==> config.mk <==
export PLATFORM = sky130hd
export DESIGN_NAME = pwm_slew_controller_flat
export DESIGN_NICKNAME = d
export VERILOG_FILES = /design/src/rtl/pwm_pkg.sv /design/src/rtl/pwm_slew_controller_if.sv /design/src/rtl/pwm_prescaler.sv /design/src/rtl/pwm_slew_controller.sv /design/src/flat_wrapper.sv
export SDC_FILE = /design/constraint.sdc
export NUM_CORES = 1
export LEC_CHECK = 0
export ABC_AREA = 1
export CELL_PAD_IN_SITES_DETAIL_PLACEMENT = 2
export CELL_PAD_IN_SITES_GLOBAL_PLACEMENT = 2
export CORE_ASPECT_RATIO = 1.2
export CORE_UTILIZATION = 30
export CTS_CLUSTER_DIAMETER = 200
export DETAILED_ROUTE_END_ITERATION = 8
export GPL_ROUTABILITY_DRIVEN = 0
export HOLD_SLACK_MARGIN = 0.03
export PLACE_DENSITY_LB_ADDON = 0.1
export REMOVE_ABC_BUFFERS = 1
export SLEW_MARGIN = 10
export SYNTH_ARGS = -nofsm -noshare
export SYNTH_HDL_FRONTEND = slang
export SYNTH_HIERARCHICAL = 1
export SYNTH_SLANG_ARGS = --single-unit
==> constraint.sdc <==
create_clock -name clock -period 4.25 [get_ports clock]
set_clock_uncertainty 0.15 [all_clocks]
set_input_delay 0.85 -clock clock [delete_from_list [all_inputs] [get_ports clock]]
set_output_delay 0.85 -clock clock [all_outputs]
set_load 0.02 [all_outputs]
==> src/rtl/pwm_pkg.sv <==
// Shared definitions for the PWM slew controller: register map offsets,
// field positions, channel register layout and scheduler state encoding.
package pwm_pkg;

   localparam int unsigned ADDR_W      = 12;
   localparam int unsigned DATA_W      = 32;
   localparam int unsigned FIELD_W     = 8;

   localparam int unsigned CH_REG_BASE = 0;
   localparam int unsigned TGT_LSB     = 0;
   localparam int unsigned STEP_LSB    = 8;
   localparam int unsigned EN_BIT      = 16;

   typedef enum logic {
      IDLE  = 1'b0,
      SWEEP = 1'b1
   } fsm_state_e;

   // Channel register word as seen on the dmem bus
   typedef struct packed {
      logic [14:0]        rsvd;
      logic               en;
      logic [FIELD_W-1:0] step;
      logic [FIELD_W-1:0] target;
   } ch_reg_t;

   // Prescaler reload register sits directly after the channel block
   function automatic int unsigned presc_off(input int unsigned num_ch);
      return num_ch;
   endfunction

endpackage

==> src/rtl/pwm_slew_controller_if.sv <==
// dmem-side register bus of the slew controller: write strobe, word address,
// write data and registered read data.
interface pwm_slew_controller_if;

   logic                        wEn;
   logic [pwm_pkg::ADDR_W-1:0]  addr;
   logic [pwm_pkg::DATA_W-1:0]  dataIn;
   logic [pwm_pkg::DATA_W-1:0]  dataOut;

   modport master (output wEn, output addr, output dataIn, input dataOut);
   modport slave  (input wEn, input addr, input dataIn, output dataOut);

endinterface

==> src/rtl/pwm_prescaler.sv <==
// Update-tick prescaler: counts 0..reload, ticks for one cycle at reload and
// wraps; a reload write restarts the count.
module pwm_prescaler #(
   parameter int unsigned PRESC_W     = 16,
   parameter int unsigned PRESC_RESET = 9999
) (
   input  logic               clk_i,
   input  logic               rst_ni,
   input  logic               wr_i,
   input  logic [PRESC_W-1:0] wdata_i,
   output logic [PRESC_W-1:0] reload_o,
   output logic               tick_c_o
);

   logic [PRESC_W-1:0] count_q, count_d;
   logic [PRESC_W-1:0] reload_q, reload_d;

   assign tick_c_o = (count_q == reload_q);
   assign reload_o = reload_q;

   always_comb begin
      reload_d = reload_q;
      count_d  = count_q + PRESC_W'(1);
      if (tick_c_o) begin
         count_d = '0;
      end
      if (wr_i) begin
         reload_d = wdata_i;
         count_d  = '0;
      end
   end

   always_ff @(posedge clk_i or negedge rst_ni) begin
      if (!rst_ni) begin
         count_q  <= '0;
         reload_q <= PRESC_W'(PRESC_RESET);
      end else begin
         count_q  <= count_d;
         reload_q <= reload_d;
      end
   end

endmodule

==> src/rtl/pwm_slew_controller.sv <==
// Memory-mapped PWM duty sequencer: per-channel target/step/enable registers,
// a prescaled tick and a round-robin scheduler that slews each duty to target.
module pwm_slew_controller
   import pwm_pkg::*;
#(
   parameter int unsigned       NUM_CH      = 4,
   parameter int unsigned       DUTY_W      = 8,
   parameter int unsigned       PRESC_W     = 16,
   parameter int unsigned       PRESC_RESET = 9999,
   parameter logic [ADDR_W-1:0] BASE_ADDR   = 12'hFF0
) (
   input  logic                     clock,
   input  logic                     CPU_RESETN,
   pwm_slew_controller_if.slave     bus,
   output logic [NUM_CH*DUTY_W-1:0] duty,
   output logic [NUM_CH-1:0]        busy,
   output logic [NUM_CH-1:0]        done
);

   localparam int unsigned CH_W      = (NUM_CH > 1) ? $clog2(NUM_CH) : 1;
   localparam int unsigned PRESC_OFF = presc_off(NUM_CH);

   logic [ADDR_W-1:0]  off_c;
   ch_reg_t            wr_c;
   ch_reg_t            rd_c;
   logic [NUM_CH-1:0]  ch_wr_c;
   logic               presc_wr_c;
   logic               tick_c;
   logic [PRESC_W-1:0] reload_c;
   logic [DATA_W-1:0]  rdata_c;
   logic [DATA_W-1:0]  rdata_q;
   logic               unused_rsvd_c;

   logic [DUTY_W-1:0]  tgt_q  [NUM_CH];
   logic [DUTY_W-1:0]  tgt_d  [NUM_CH];
   logic [DUTY_W-1:0]  step_q [NUM_CH];
   logic [DUTY_W-1:0]  step_d [NUM_CH];
   logic [DUTY_W-1:0]  cur_q  [NUM_CH];
   logic [DUTY_W-1:0]  cur_d  [NUM_CH];
   logic [NUM_CH-1:0]  en_q, en_d;
   logic [NUM_CH-1:0]  done_q, done_d;

   fsm_state_e         state_q;
   logic [CH_W-1:0]    ch_q;
   logic               pending_q;

   // One saturating step toward target; DUTY_W+1 bits expose overflow/underflow
   function automatic logic [DUTY_W-1:0] slew(input logic [DUTY_W-1:0] cur,
                                              input logic [DUTY_W-1:0] tgt,
                                              input logic [DUTY_W-1:0] step);
      logic [DUTY_W:0] sum;
      logic [DUTY_W:0] dif;
      sum = {1'b0, cur} + {1'b0, step};
      dif = {1'b0, cur} - {1'b0, step};
      if (step == '0) begin
         slew = tgt;
      end else if (cur < tgt) begin
         slew = (sum > {1'b0, tgt}) ? tgt : sum[DUTY_W-1:0];
      end else if (cur > tgt) begin
         slew = (dif[DUTY_W] || (dif[DUTY_W-1:0] < tgt)) ? tgt : dif[DUTY_W-1:0];
      end else begin
         slew = cur;
      end
   endfunction

   assign off_c         = bus.addr - BASE_ADDR;
   assign wr_c          = ch_reg_t'(bus.dataIn);
   assign presc_wr_c    = bus.wEn && (off_c == ADDR_W'(PRESC_OFF));
   assign unused_rsvd_c = ^wr_c.rsvd;

   always_comb begin
      ch_wr_c = '0;
      for (int n = 0; n < NUM_CH; n++) begin
         ch_wr_c[n] = bus.wEn && (off_c == ADDR_W'(CH_REG_BASE + n));
      end
   end

   pwm_prescaler #(
      .PRESC_W     (PRESC_W),
      .PRESC_RESET (PRESC_RESET)
   ) u_prescaler (
      .clk_i    (clock),
      .rst_ni   (CPU_RESETN),
      .wr_i     (presc_wr_c),
      .wdata_i  (bus.dataIn[PRESC_W-1:0]),
      .reload_o (reload_c),
      .tick_c_o (tick_c)
   );

   // Register writes take priority over a same-cycle scheduled update
   always_comb begin
      tgt_d  = tgt_q;
      step_d = step_q;
      cur_d  = cur_q;
      en_d   = en_q;
      done_d = '0;
      for (int n = 0; n < NUM_CH; n++) begin
         if (ch_wr_c[n]) begin
            tgt_d[n]  = DUTY_W'(wr_c.target);
            step_d[n] = DUTY_W'(wr_c.step);
            en_d[n]   = wr_c.en;
            if (!wr_c.en) begin
               cur_d[n] = '0;
            end
         end else if ((state_q == SWEEP) && (ch_q == CH_W'(n)) && en_q[n]) begin
            cur_d[n]  = slew(cur_q[n], tgt_q[n], step_q[n]);
            done_d[n] = (cur_q[n] != tgt_q[n]) && (cur_d[n] == tgt_q[n]);
         end
      end
   end

   always_comb begin
      rdata_c = '0;
      rd_c    = '0;
      for (int n = 0; n < NUM_CH; n++) begin
         if (off_c == ADDR_W'(CH_REG_BASE + n)) begin
            rd_c.en     = en_q[n];
            rd_c.step   = FIELD_W'(step_q[n]);
            rd_c.target = FIELD_W'(tgt_q[n]);
            rdata_c     = DATA_W'(rd_c);
         end
      end
      if (off_c == ADDR_W'(PRESC_OFF)) begin
         rdata_c = DATA_W'(reload_c);
      end
   end

   always_ff @(posedge clock or negedge CPU_RESETN) begin
      if (!CPU_RESETN) begin
         for (int n = 0; n < NUM_CH; n++) begin
            tgt_q[n]  <= '0;
            step_q[n] <= '0;
            cur_q[n]  <= '0;
         end
         en_q    <= '0;
         done_q  <= '0;
         rdata_q <= '0;
      end else begin
         tgt_q   <= tgt_d;
         step_q  <= step_d;
         cur_q   <= cur_d;
         en_q    <= en_d;
         done_q  <= done_d;
         rdata_q <= rdata_c;
      end
   end

   // Scheduler: one channel per cycle; a tick during a sweep is held one deep
   always_ff @(posedge clock or negedge CPU_RESETN) begin
      if (!CPU_RESETN) begin
         state_q   <= IDLE;
         ch_q      <= '0;
         pending_q <= 1'b0;
      end else begin
         case (state_q)
            IDLE: begin
               if (tick_c || pending_q) begin
                  state_q   <= SWEEP;
                  ch_q      <= '0;
                  pending_q <= 1'b0;
               end
            end
            SWEEP: begin
               if (tick_c) begin
                  pending_q <= 1'b1;
               end
               if (ch_q == CH_W'(NUM_CH - 1)) begin
                  state_q <= IDLE;
               end else begin
                  ch_q <= ch_q + CH_W'(1);
               end
            end
            default: begin
               state_q <= IDLE;
            end
         endcase
      end
   end

   always_comb begin
      duty = '0;
      busy = '0;
      for (int n = 0; n < NUM_CH; n++) begin
         duty[n*DUTY_W +: DUTY_W] = en_q[n] ? cur_q[n] : '0;
         busy[n]                  = en_q[n] && (cur_q[n] != tgt_q[n]);
      end
   end

   assign done        = done_q;
   assign bus.dataOut = rdata_q;

endmodule

==> src/flat_wrapper.sv <==
// flat-port wrapper written by rule: the top's interface ports become plain ports
module pwm_slew_controller_flat import pwm_pkg::*;
#(
   parameter int unsigned       NUM_CH      = 4,
   parameter int unsigned       DUTY_W      = 8,
   parameter int unsigned       PRESC_W     = 16,
   parameter int unsigned       PRESC_RESET = 9999,
   parameter logic [ADDR_W-1:0] BASE_ADDR   = 12'hFF0
)
  (clock, CPU_RESETN, duty, busy, done, bus_wEn, bus_addr, bus_dataIn, bus_dataOut);
  pwm_slew_controller_if bus_i ();
  input  logic clock;
  input  logic CPU_RESETN;
  output logic [NUM_CH*DUTY_W-1:0] duty;
  output logic [NUM_CH-1:0] busy;
  output logic [NUM_CH-1:0] done;
  input wire logic [$bits(bus_i.wEn)-1:0] bus_wEn;
  input wire logic [$bits(bus_i.addr)-1:0] bus_addr;
  input wire logic [$bits(bus_i.dataIn)-1:0] bus_dataIn;
  output wire logic [$bits(bus_i.dataOut)-1:0] bus_dataOut;
  assign bus_i.wEn = bus_wEn;
  assign bus_i.addr = bus_addr;
  assign bus_i.dataIn = bus_dataIn;
  assign bus_dataOut = bus_i.dataOut;
  pwm_slew_controller #(.NUM_CH(NUM_CH), .DUTY_W(DUTY_W), .PRESC_W(PRESC_W), .PRESC_RESET(PRESC_RESET), .BASE_ADDR(BASE_ADDR)) u_core (.clock(clock), .CPU_RESETN(CPU_RESETN), .bus(bus_i), .duty(duty), .busy(busy), .done(done));
endmodule
Fig. 1: run 1, I/O nets highlighted
The bar under the picture is 50 um long.
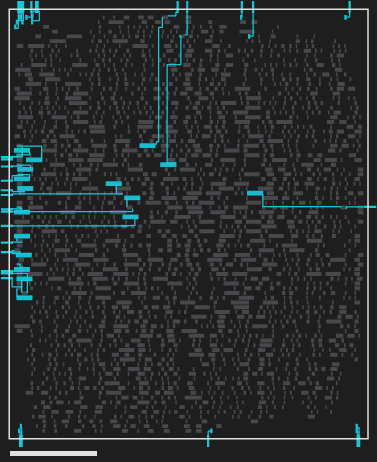
[cyan] `bus_dataOut` | direction: output | edge: 14 left, 12 top, 5 bottom, 1 right | end cells: 32 | wire: 828 um
IO Port Bufs: 88
Top-Level Pins: 119

Fig. 2: run 1, M1 wires
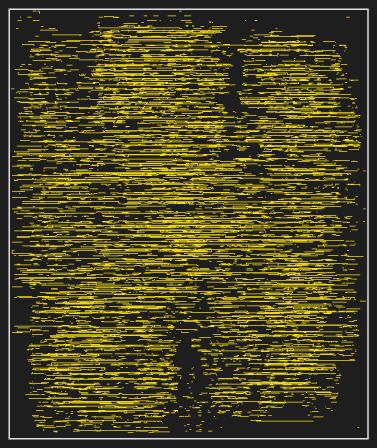
longest straight run: 78.0 um
share of all routed wire: 44%
main direction: horizontal
nets with wire on the layer: 2,344

Fig. 3: run 1, track usage over the die
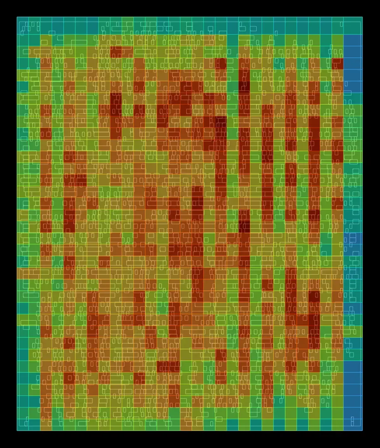
routing layer with the top usage in global route: met2
met1 usage: 33.9%
met3 track demand over resource: 3.28%
met2 Usage GRT: 48.8%
total routing resource utilization after global routing: 27.3%

==> results.sh, run 1 <==
# physical design summary
export IMPL_outcome="finished, final reports clean"
export IMPL_drt_initial_drc_count=630
export IMPL_yosys_warnings=6
export IMPL_design_die_area_um2=50100
export IMPL_mapped_avg_cell_area_um2=6.75
export IMPL_worstSetupPathType="register to register"
export IMPL_setup_viol_count_final=0
export IMPL_flops=157
export IMPL_first_pass_grt_wire_length_mm=103
export IMPL_dp_final_hpwl_mm=53.8
export IMPL_die_span_in_y_um=245
export IMPL_largest_area_cell="sky130_fd_sc_hd__dfrtp_1"
export IMPL_final_layout_size_suffix_gt1_share_pct=8.90
export IMPL_detail_route_vias_per_cell=5.26
export IMPL_register_area_um2=3940
export IMPL_insertion_delay_ns=0.45
export IMPL_ys_top_logic_family="simple AND/OR/NAND/NOR gates"
export IMPL_intPower_uw=2560
export IMPL_log_warning_count=75
export IMPL_xor_share_pct=2.73
export IMPL_layout_buffer_nonclock_area_share_pct=8.66
export IMPL_critical_path_startpoint_type="register"
export IMPL_diodes=0
export IMPL_yosysChipArea_um2=14800
export IMPL_cellLeakagePower_uw=0.00844
export IMPL_timing_max_slew_rel_slack_pct=44.9
export IMPL_tapCellCount=630
export IMPL_cts_tree="done"
export IMPL_synth_async_sr_flop_share_pct=100
export IMPL_netlist_top_cells_count="631 x sky130_fd_sc_hd__nand2_1, 315 x sky130_fd_sc_hd__inv_1, 181 x sky130_fd_sc_hd__nand3_1"
export IMPL_post_synth_and_or_nand_nor_area_fraction_pct=30.0
export IMPL_synth_compound_area_share_pct=14.8
export IMPL_clk_share_pct=3.39
export IMPL_layout_area_comb_um2=9390
export IMPL_fin_hold_ws_ns=0.291
export IMPL_area_delta_synth_final_pct=18.2
export IMPL_power_per_cell_area_nw_per_um2=210
export IMPL_final_hold_viol_count=0
export IMPL_clock_buffer_cells=19
export IMPL_clock_transition_at_the_register_clock_pins_on_the_worst_setup_and_hold_paths_after_cts_ns=0.07
export IMPL_required_ns=4.48
export IMPL_comb_share_pct=53.8
export IMPL_hp_class="primary input to asynchronous set/reset pin"
export IMPL_maximum_buffer_depth_of_the_clock_tree=2
export IMPL_floorplan_rows=88
export IMPL_yosys_mux_area_fraction_pct=0
export IMPL_synthFlopType="sky130_fd_sc_hd__dfrtp_1"
export IMPL_initial_core_util_pct=30.5
export IMPL_seq_area_share_pct=22.6
export IMPL_crit_path_capture_type="register"
export IMPL_worst_setup_timing_slack_at_the_placement_stage_ns=0.0466
export IMPL_detailedRoute_firstPassIterationCount=5
export IMPL_postSynthSeqShare_pct=26.7
export IMPL_layout_top_cells_excl_fill_tap="626 x sky130_fd_sc_hd__nand2_1, 313 x sky130_fd_sc_hd__inv_1, 181 x sky130_fd_sc_hd__nand3_1, 157 x sky130_fd_sc_hd__ha_1, 150 x sky130_fd_sc_hd__o21ai_0"
export IMPL_vias_post_dr=15500
export IMPL_cts_buffers=17
export IMPL_first_global_vias=17200
export IMPL_layout_cells_most_common="sky130_fd_sc_hd__nand2_1"
export IMPL_p_clk_share_pct=44.1
export IMPL_net_switching_power_uw=1110
export IMPL_num_nets_final=2529
export IMPL_ys_cells=2186
export IMPL_htreeDepth=4
export IMPL_grt_ovfl_total=0
export IMPL_top_cells_by_area="sky130_fd_sc_hd__dfrtp_1 25%, sky130_fd_sc_hd__nand2_1 16%, sky130_fd_sc_hd__ha_1 14%"
export IMPL_core_region_area_um2=48300
export IMPL_synth_edff_count=0
export IMPL_grt_start_max_net_pins=68
export IMPL_drt_wirelength_per_cell_um=22.6
export IMPL_tritoncts_num_sinks=157
export IMPL_fin_crit_ns=4.00
export IMPL_fmax_ghz=0.250
export IMPL_timing_final_crit_share_pct=94.1
export IMPL_detail_route_antenna_nets=0
export IMPL_dominant_cells="logic gates"
export IMPL_worst_path_max_fanout=10
export IMPL_yosys_register_bits=157
export IMPL_synth_cell_area_um2=14800
export IMPL_max_cap_viol_count=0
export IMPL_top_cell="sky130_fd_sc_hd__nand2_1"
export IMPL_syn_instance_count=2186
export IMPL_total_routed_length_mm=66.9
export IMPL_top_area_share_pct=25.3
export IMPL_switching_share_of_power_pct=30.2
export IMPL_seq_power_share_pct=42.8
export IMPL_route_detailed_drc=0
export IMPL_power_ir_vdd_worst_uv=301
-- run 1: sequential cells by signal (all words and copies together), names as in the netlist, 2 cells and up --
signal,flops
u_core/step_q,32
u_core/tgt_q,32
u_core/bus.dataOut,17
u_core/done,4
u_core/ch_q,2
u_core/en_q,4
u_core/u_prescaler/reload_o,16
u_core/cur_q,32
u_core/u_prescaler/count_q,16
-- run 1: final timing paths --
kind / slack (ns) / startpoint / end / cells after the start
setup reg to reg: 0.25 / u_core/step_q[21] / u_core/done[1] / 21
max in group asynchronous: 2.70 / CPU_RESETN / u_core/u_prescaler/reload_o[12] / 2
setup / recovery: 0.25 / u_core/step_q[21] / u_core/done[1] / 21
hold reg to reg: 0.35 / u_core/pending_q / u_core/pending_q / 2
min in group clock: 0.35 / u_core/pending_q / u_core/pending_q / 2
hold / removal: 0.29 / CPU_RESETN / u_core/done[1] / 1
-- run 1: what timing repair did --
action / in CTS / in global routing
setup buffers: 0 / 4
hold endpoints to repair: 0 / 0
hold buffers: 0 / 0
setup endpoints to repair: 0 / 27
resized: 0 / 34
-- run 1: metrics by stage --
stage / TNS [ns] / total power, uW / utilization, % / cells / area [um2]
global placement: 0 / 2050 / 34.5 / 2920 / 16700
detailed placement: 0 / 2070 / 34.5 / 2920 / 16700
finish: 0 / 3670 / 36.1 / 2956 / 17400
global route: -0.0497 / 3820 / 36.1 / 2956 / 17400
floorplan: -6.80 / 1850 / - / 2124 / 14400
CTS: 0 / 3710 / 35.7 / 2952 / 17300
-- run 1: power by group through the flow --
stage,logic (uW),clock network (uW),registers (uW)
floorplan,269,0,1580
global placement,455,0,1590
detailed placement,472,0,1600
CTS,478,1660,1570
global route,537,1710,1580
finish,479,1620,1570
-- run 1: routing by layer --
metal  wire (um)  up-vias  share of wire (%)  GRT usage [%]
met3        2010       91                3.0           3.28
met4        1790        2                2.7           8.32
met5          13        -              0.019              0
met2       33700      248                 50           48.8
li1            -     7372                  -              -
met1       29400     7825                 44           33.9
-- run 1: worst max-delay path: stages (launching register included) --
cell and delay (ns):
sky130_fd_sc_hd__dfrtp_1 0.51, sky130_fd_sc_hd__inv_1 0.16, sky130_fd_sc_hd__ha_1 0.34, sky130_fd_sc_hd__nand2_1 0.08
sky130_fd_sc_hd__or2_2 0.30, sky130_fd_sc_hd__nand3_1 0.15, sky130_fd_sc_hd__xor2_2 0.25, sky130_fd_sc_hd__inv_1 0.07
sky130_fd_sc_hd__ha_1 0.30, sky130_fd_sc_hd__nand2_1 0.08, sky130_fd_sc_hd__o21a_1 0.18, sky130_fd_sc_hd__nand2_1 0.25
sky130_fd_sc_hd__nand2_4 0.17, sky130_fd_sc_hd__nand2_1 0.09, sky130_fd_sc_hd__nand3_1 0.07, sky130_fd_sc_hd__o21ai_0 0.09
sky130_fd_sc_hd__nand2_1 0.11, sky130_fd_sc_hd__nand3_1 0.15, sky130_fd_sc_hd__nand2_1 0.07, sky130_fd_sc_hd__nor2_1 0.14
sky130_fd_sc_hd__nand3_1 0.10, sky130_fd_sc_hd__nor2_1 0.11
--- run 2 (diff from run 1) ---
--- a/config.mk
+++ b/config.mk
@@ -16,7 +16,7 @@
 export HOLD_SLACK_MARGIN = 0.03
 export PLACE_DENSITY_LB_ADDON = 0.1
 export REMOVE_ABC_BUFFERS = 1
-export SLEW_MARGIN = 10
+export SLEW_MARGIN = 20
 export SYNTH_ARGS = -nofsm -noshare
 export SYNTH_HDL_FRONTEND = slang
 export SYNTH_HIERARCHICAL = 1
Fig. 4: run 2, clock wires, drivers and flops
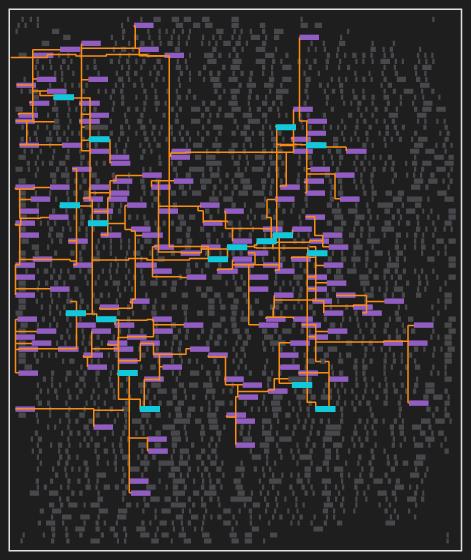
[purple] flip-flops | count: 157
[cyan] clock-net drivers | count: 17
[orange] clock wires | length: 2,700 um
routed clock nets: 18

==> results.sh, run 2 <==
# physical design summary
export IMPL_ioPinCount=119
export IMPL_critical_path_reg2reg_startpoint="u_core/step_q[21]"
export IMPL_worst_path_max_fanout=10
export IMPL_top_layer="met5"
export IMPL_met3RoutedLength_mm=2.01
export IMPL_drt_wirelength_per_cell_um=22.6
export IMPL_mapped_avg_cell_area_um2=6.75
export IMPL_yosysChipArea_um2=14800
export IMPL_max_cap_viol_count=0
export IMPL_critical_path_startpoint_type="register"
export IMPL_outcome="finished, final reports clean"
export IMPL_hp_class="primary input to asynchronous set/reset pin"
export IMPL_detailedRoute_firstPassIterationCount=5
export IMPL_synth_async_sr_flop_share_pct=100
export IMPL_area_delta_synth_final_pct=18.2
export IMPL_yosys_warnings=6
export IMPL_synthFlopType="sky130_fd_sc_hd__dfrtp_1"
export IMPL_dieWidth_um=204
export IMPL_antenna_found_initial=3
export IMPL_detail_route_vias_per_cell=5.26
export IMPL_timing_max_slew_rel_slack_pct=44.9
export IMPL_postSynthSeqShare_pct=26.7
export IMPL_first_global_vias=17200
export IMPL_worst_r2r_endpoint="u_core/done[1]"
export IMPL_num_nets_final=2529
export IMPL_worstSetupPathType="register to register"
export IMPL_fin_hold_ws_ns=0.291
export IMPL_cellLeakagePower_uw=0.00844
export IMPL_vias_post_dr=15500
export IMPL_grt_total_usage_pct=27.3
export IMPL_first_pass_grt_wire_length_mm=103
export IMPL_placed_cells=2920
export IMPL_clock_root_buffer="sky130_fd_sc_hd__clkbuf_16"
export IMPL_slew_viol_final=0
export IMPL_htreeDepth=4
export IMPL_ys_cells=2186
export IMPL_dp_final_hpwl_mm=53.8
export IMPL_final_hold_viol_count=0
export IMPL_route_detailed_drc=0
export IMPL_grt_ovfl_total=0
export IMPL_core_region_area_um2=48300
export IMPL_diodes=0
export IMPL_worst_slew_pin_transition_ns=0.826
export IMPL_die_span_in_y_um=245
export IMPL_largest_area_cell="sky130_fd_sc_hd__dfrtp_1"
export IMPL_power_ir_vdd_worst_uv=301
export IMPL_setup_viol_count_final=0
export IMPL_top_cells_by_area="sky130_fd_sc_hd__dfrtp_1 25%, sky130_fd_sc_hd__nand2_1 16%, sky130_fd_sc_hd__ha_1 14%"
export IMPL_top_area_share_pct=25.3
export IMPL_r2r_cells=21
export IMPL_biggestRegsByFlops="u_core/cur_q: 32 flops, u_core/step_q: 32 flops, u_core/tgt_q: 32 flops"
export IMPL_fmax_ghz=0.250
export IMPL_power_per_cell_area_nw_per_um2=210
export IMPL_design_die_area_um2=50100
export IMPL_wl_met1_mm=29.4
export IMPL_cts_buffers=17
export IMPL_synthDistinctLibCells=54
export IMPL_tritoncts_num_sinks=157
export IMPL_timing_reg2reg_setup_slack_ns=0.25
export IMPL_initial_core_util_pct=30.5
export IMPL_fin_crit_ns=4.00
export IMPL_crit_path_start="u_core/step_q[21]"
export IMPL_yosys_register_bits=157
export IMPL_timing_final_crit_share_pct=94.1
export IMPL_log_warning_count=75
export IMPL_floorplan_rows=88
export IMPL_post_route_worst_setup_slack_ns=0.252
export IMPL_clock_transition_at_the_register_clock_pins_on_the_worst_setup_and_hold_paths_after_cts_ns=0.07
export IMPL_cts_tree="done"
export IMPL_synth_edff_count=0
export IMPL_crit_path_end="u_core/done[1]"
export IMPL_wl_met2_mm=33.7
export IMPL_final_layout_size_suffix_gt1_share_pct=8.90
export IMPL_grt_start_max_net_pins=68
export IMPL_synth_cell_area_um2=14800
export IMPL_buffer_ports_inserted=88
export IMPL_worst_setup_timing_slack_at_the_placement_stage_ns=0.0466
export IMPL_required_ns=4.48
export IMPL_syn_instance_count=2186
export IMPL_layout_top_cells_excl_fill_tap="626 x sky130_fd_sc_hd__nand2_1, 313 x sky130_fd_sc_hd__inv_1, 181 x sky130_fd_sc_hd__nand3_1, 157 x sky130_fd_sc_hd__ha_1, 150 x sky130_fd_sc_hd__o21ai_0"
export IMPL_drt_initial_drc_count=630
export IMPL_layout_filler_cells=5821
export IMPL_insertion_delay_ns=0.45
export IMPL_total_routed_length_mm=66.9
export IMPL_crit_path_capture_type="register"
export IMPL_netlist_top_cells_count="631 x sky130_fd_sc_hd__nand2_1, 315 x sky130_fd_sc_hd__inv_1, 181 x sky130_fd_sc_hd__nand3_1"
export IMPL_detail_route_antenna_nets=0
export IMPL_critical_path_arrival_ns=4.22
export IMPL_final_cells=2956
export IMPL_maximum_buffer_depth_of_the_clock_tree=2
export IMPL_layout_cells_most_common="sky130_fd_sc_hd__nand2_1"
export IMPL_top_cell="sky130_fd_sc_hd__nand2_1"
Fig. 5: run 2, I/O nets highlighted
The bar under the picture is 50 um long.
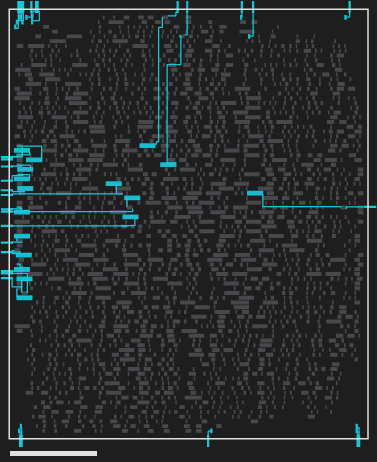
[cyan] `bus_dataOut` | direction: output | edge: 14 left, 12 top, 5 bottom, 1 right | end cells: 32 | wire: 828 um

==> run 2: cell counts in the layout (fill, tap and decap cells not counted) <==
Identical to the previous run, type by type.
==> run 2: logic make-up after synthesis <==
family | Yosys count | share of synthesized area (%)
other | 1 | 0.0254
XOR/XNOR | 46 | 2.73
AND-OR/OR-AND | 375 | 14.8
AND/OR/NAND/NOR | 1037 | 30.0
buffers and inverters | 401 | 11.0
adder cells (fa/ha/maj) | 169 | 14.7
flip-flops | 157 | 26.7
==> run 2: critical path: stages (launching register included) <==
cell and delay [ns]:
sky130_fd_sc_hd__dfrtp_1 0.51, sky130_fd_sc_hd__inv_1 0.16, sky130_fd_sc_hd__ha_1 0.34, sky130_fd_sc_hd__nand2_1 0.08, sky130_fd_sc_hd__or2_2 0.30, sky130_fd_sc_hd__nand3_1 0.15, sky130_fd_sc_hd__xor2_2 0.25, sky130_fd_sc_hd__inv_1 0.07
sky130_fd_sc_hd__ha_1 0.30, sky130_fd_sc_hd__nand2_1 0.08, sky130_fd_sc_hd__o21a_1 0.18, sky130_fd_sc_hd__nand2_1 0.25, sky130_fd_sc_hd__nand2_4 0.17, sky130_fd_sc_hd__nand2_1 0.09, sky130_fd_sc_hd__nand3_1 0.07, sky130_fd_sc_hd__o21ai_0 0.09
sky130_fd_sc_hd__nand2_1 0.11, sky130_fd_sc_hd__nand3_1 0.15, sky130_fd_sc_hd__nand2_1 0.07, sky130_fd_sc_hd__nor2_1 0.14, sky130_fd_sc_hd__nand3_1 0.10, sky130_fd_sc_hd__nor2_1 0.11
==> run 2: timing repair <==
item,in CTS,in global routing
buffers inserted,0,4
setup endpoints to repair,0,27
gates resized,0,34
hold buffers,0,0
==> run 2: per-stage QoR <==
stage / area [um2] / TNS (ns) / util [%] / power, uW
6_report: 17400 / 0 / 36.1 / 3670
5_1_grt: 17400 / -0.0497 / 36.1 / 3820
4_1_cts: 17300 / 0 / 35.7 / 3710
3_5_place_dp: 16700 / 0 / 34.5 / 2070
3_3_place_gp: 16700 / 0 / 34.5 / 2050
2_1_floorplan: 14400 / -6.80 / - / 1850
==> run 2: cell type report <==
cell class / instances / area (um2) / area share [%]
clock buffer: 19 / 433 / 2.48
clock inverter: 13 / 159 / 0.911
multi-input combinational: 1642 / 9390 / 53.8
timing repair buffer: 170 / 1510 / 8.66
sequential: 157 / 3940 / 22.6
inverter: 325 / 1220 / 6.99
tap: 630 / 788 / 4.52
==> run 2: worst min-delay path by stage <==
stage / from / to / slack (ns) / depth (start not counted)
global route: CPU_RESETN / u_core/done[1] / 0.32 / 1
finish: CPU_RESETN / u_core/done[1] / 0.29 / 1
global placement: u_core/pending_q / u_core/pending_q / 0.33 / 2
floorplan: u_core/pending_q / u_core/pending_q / 0.30 / 2
detailed placement: u_core/pending_q / u_core/pending_q / 0.34 / 2
CTS: CPU_RESETN / u_core/tgt_q[17] / 0.30 / 1
==> run 2: power by group <==
part           switching (uW)  internal, uW
registers                43.7          1530
clock network             736           883
logic                     328           151
==> run 2: layer usage <==
layer,vias up,global-route usage [%]
li1,7372,-
met1,7825,33.9
met2,248,48.8
met3,91,3.28
met4,2,8.32
met5,-,0
Power figures rest on the tool's default switching activity, not on a simulated workload.
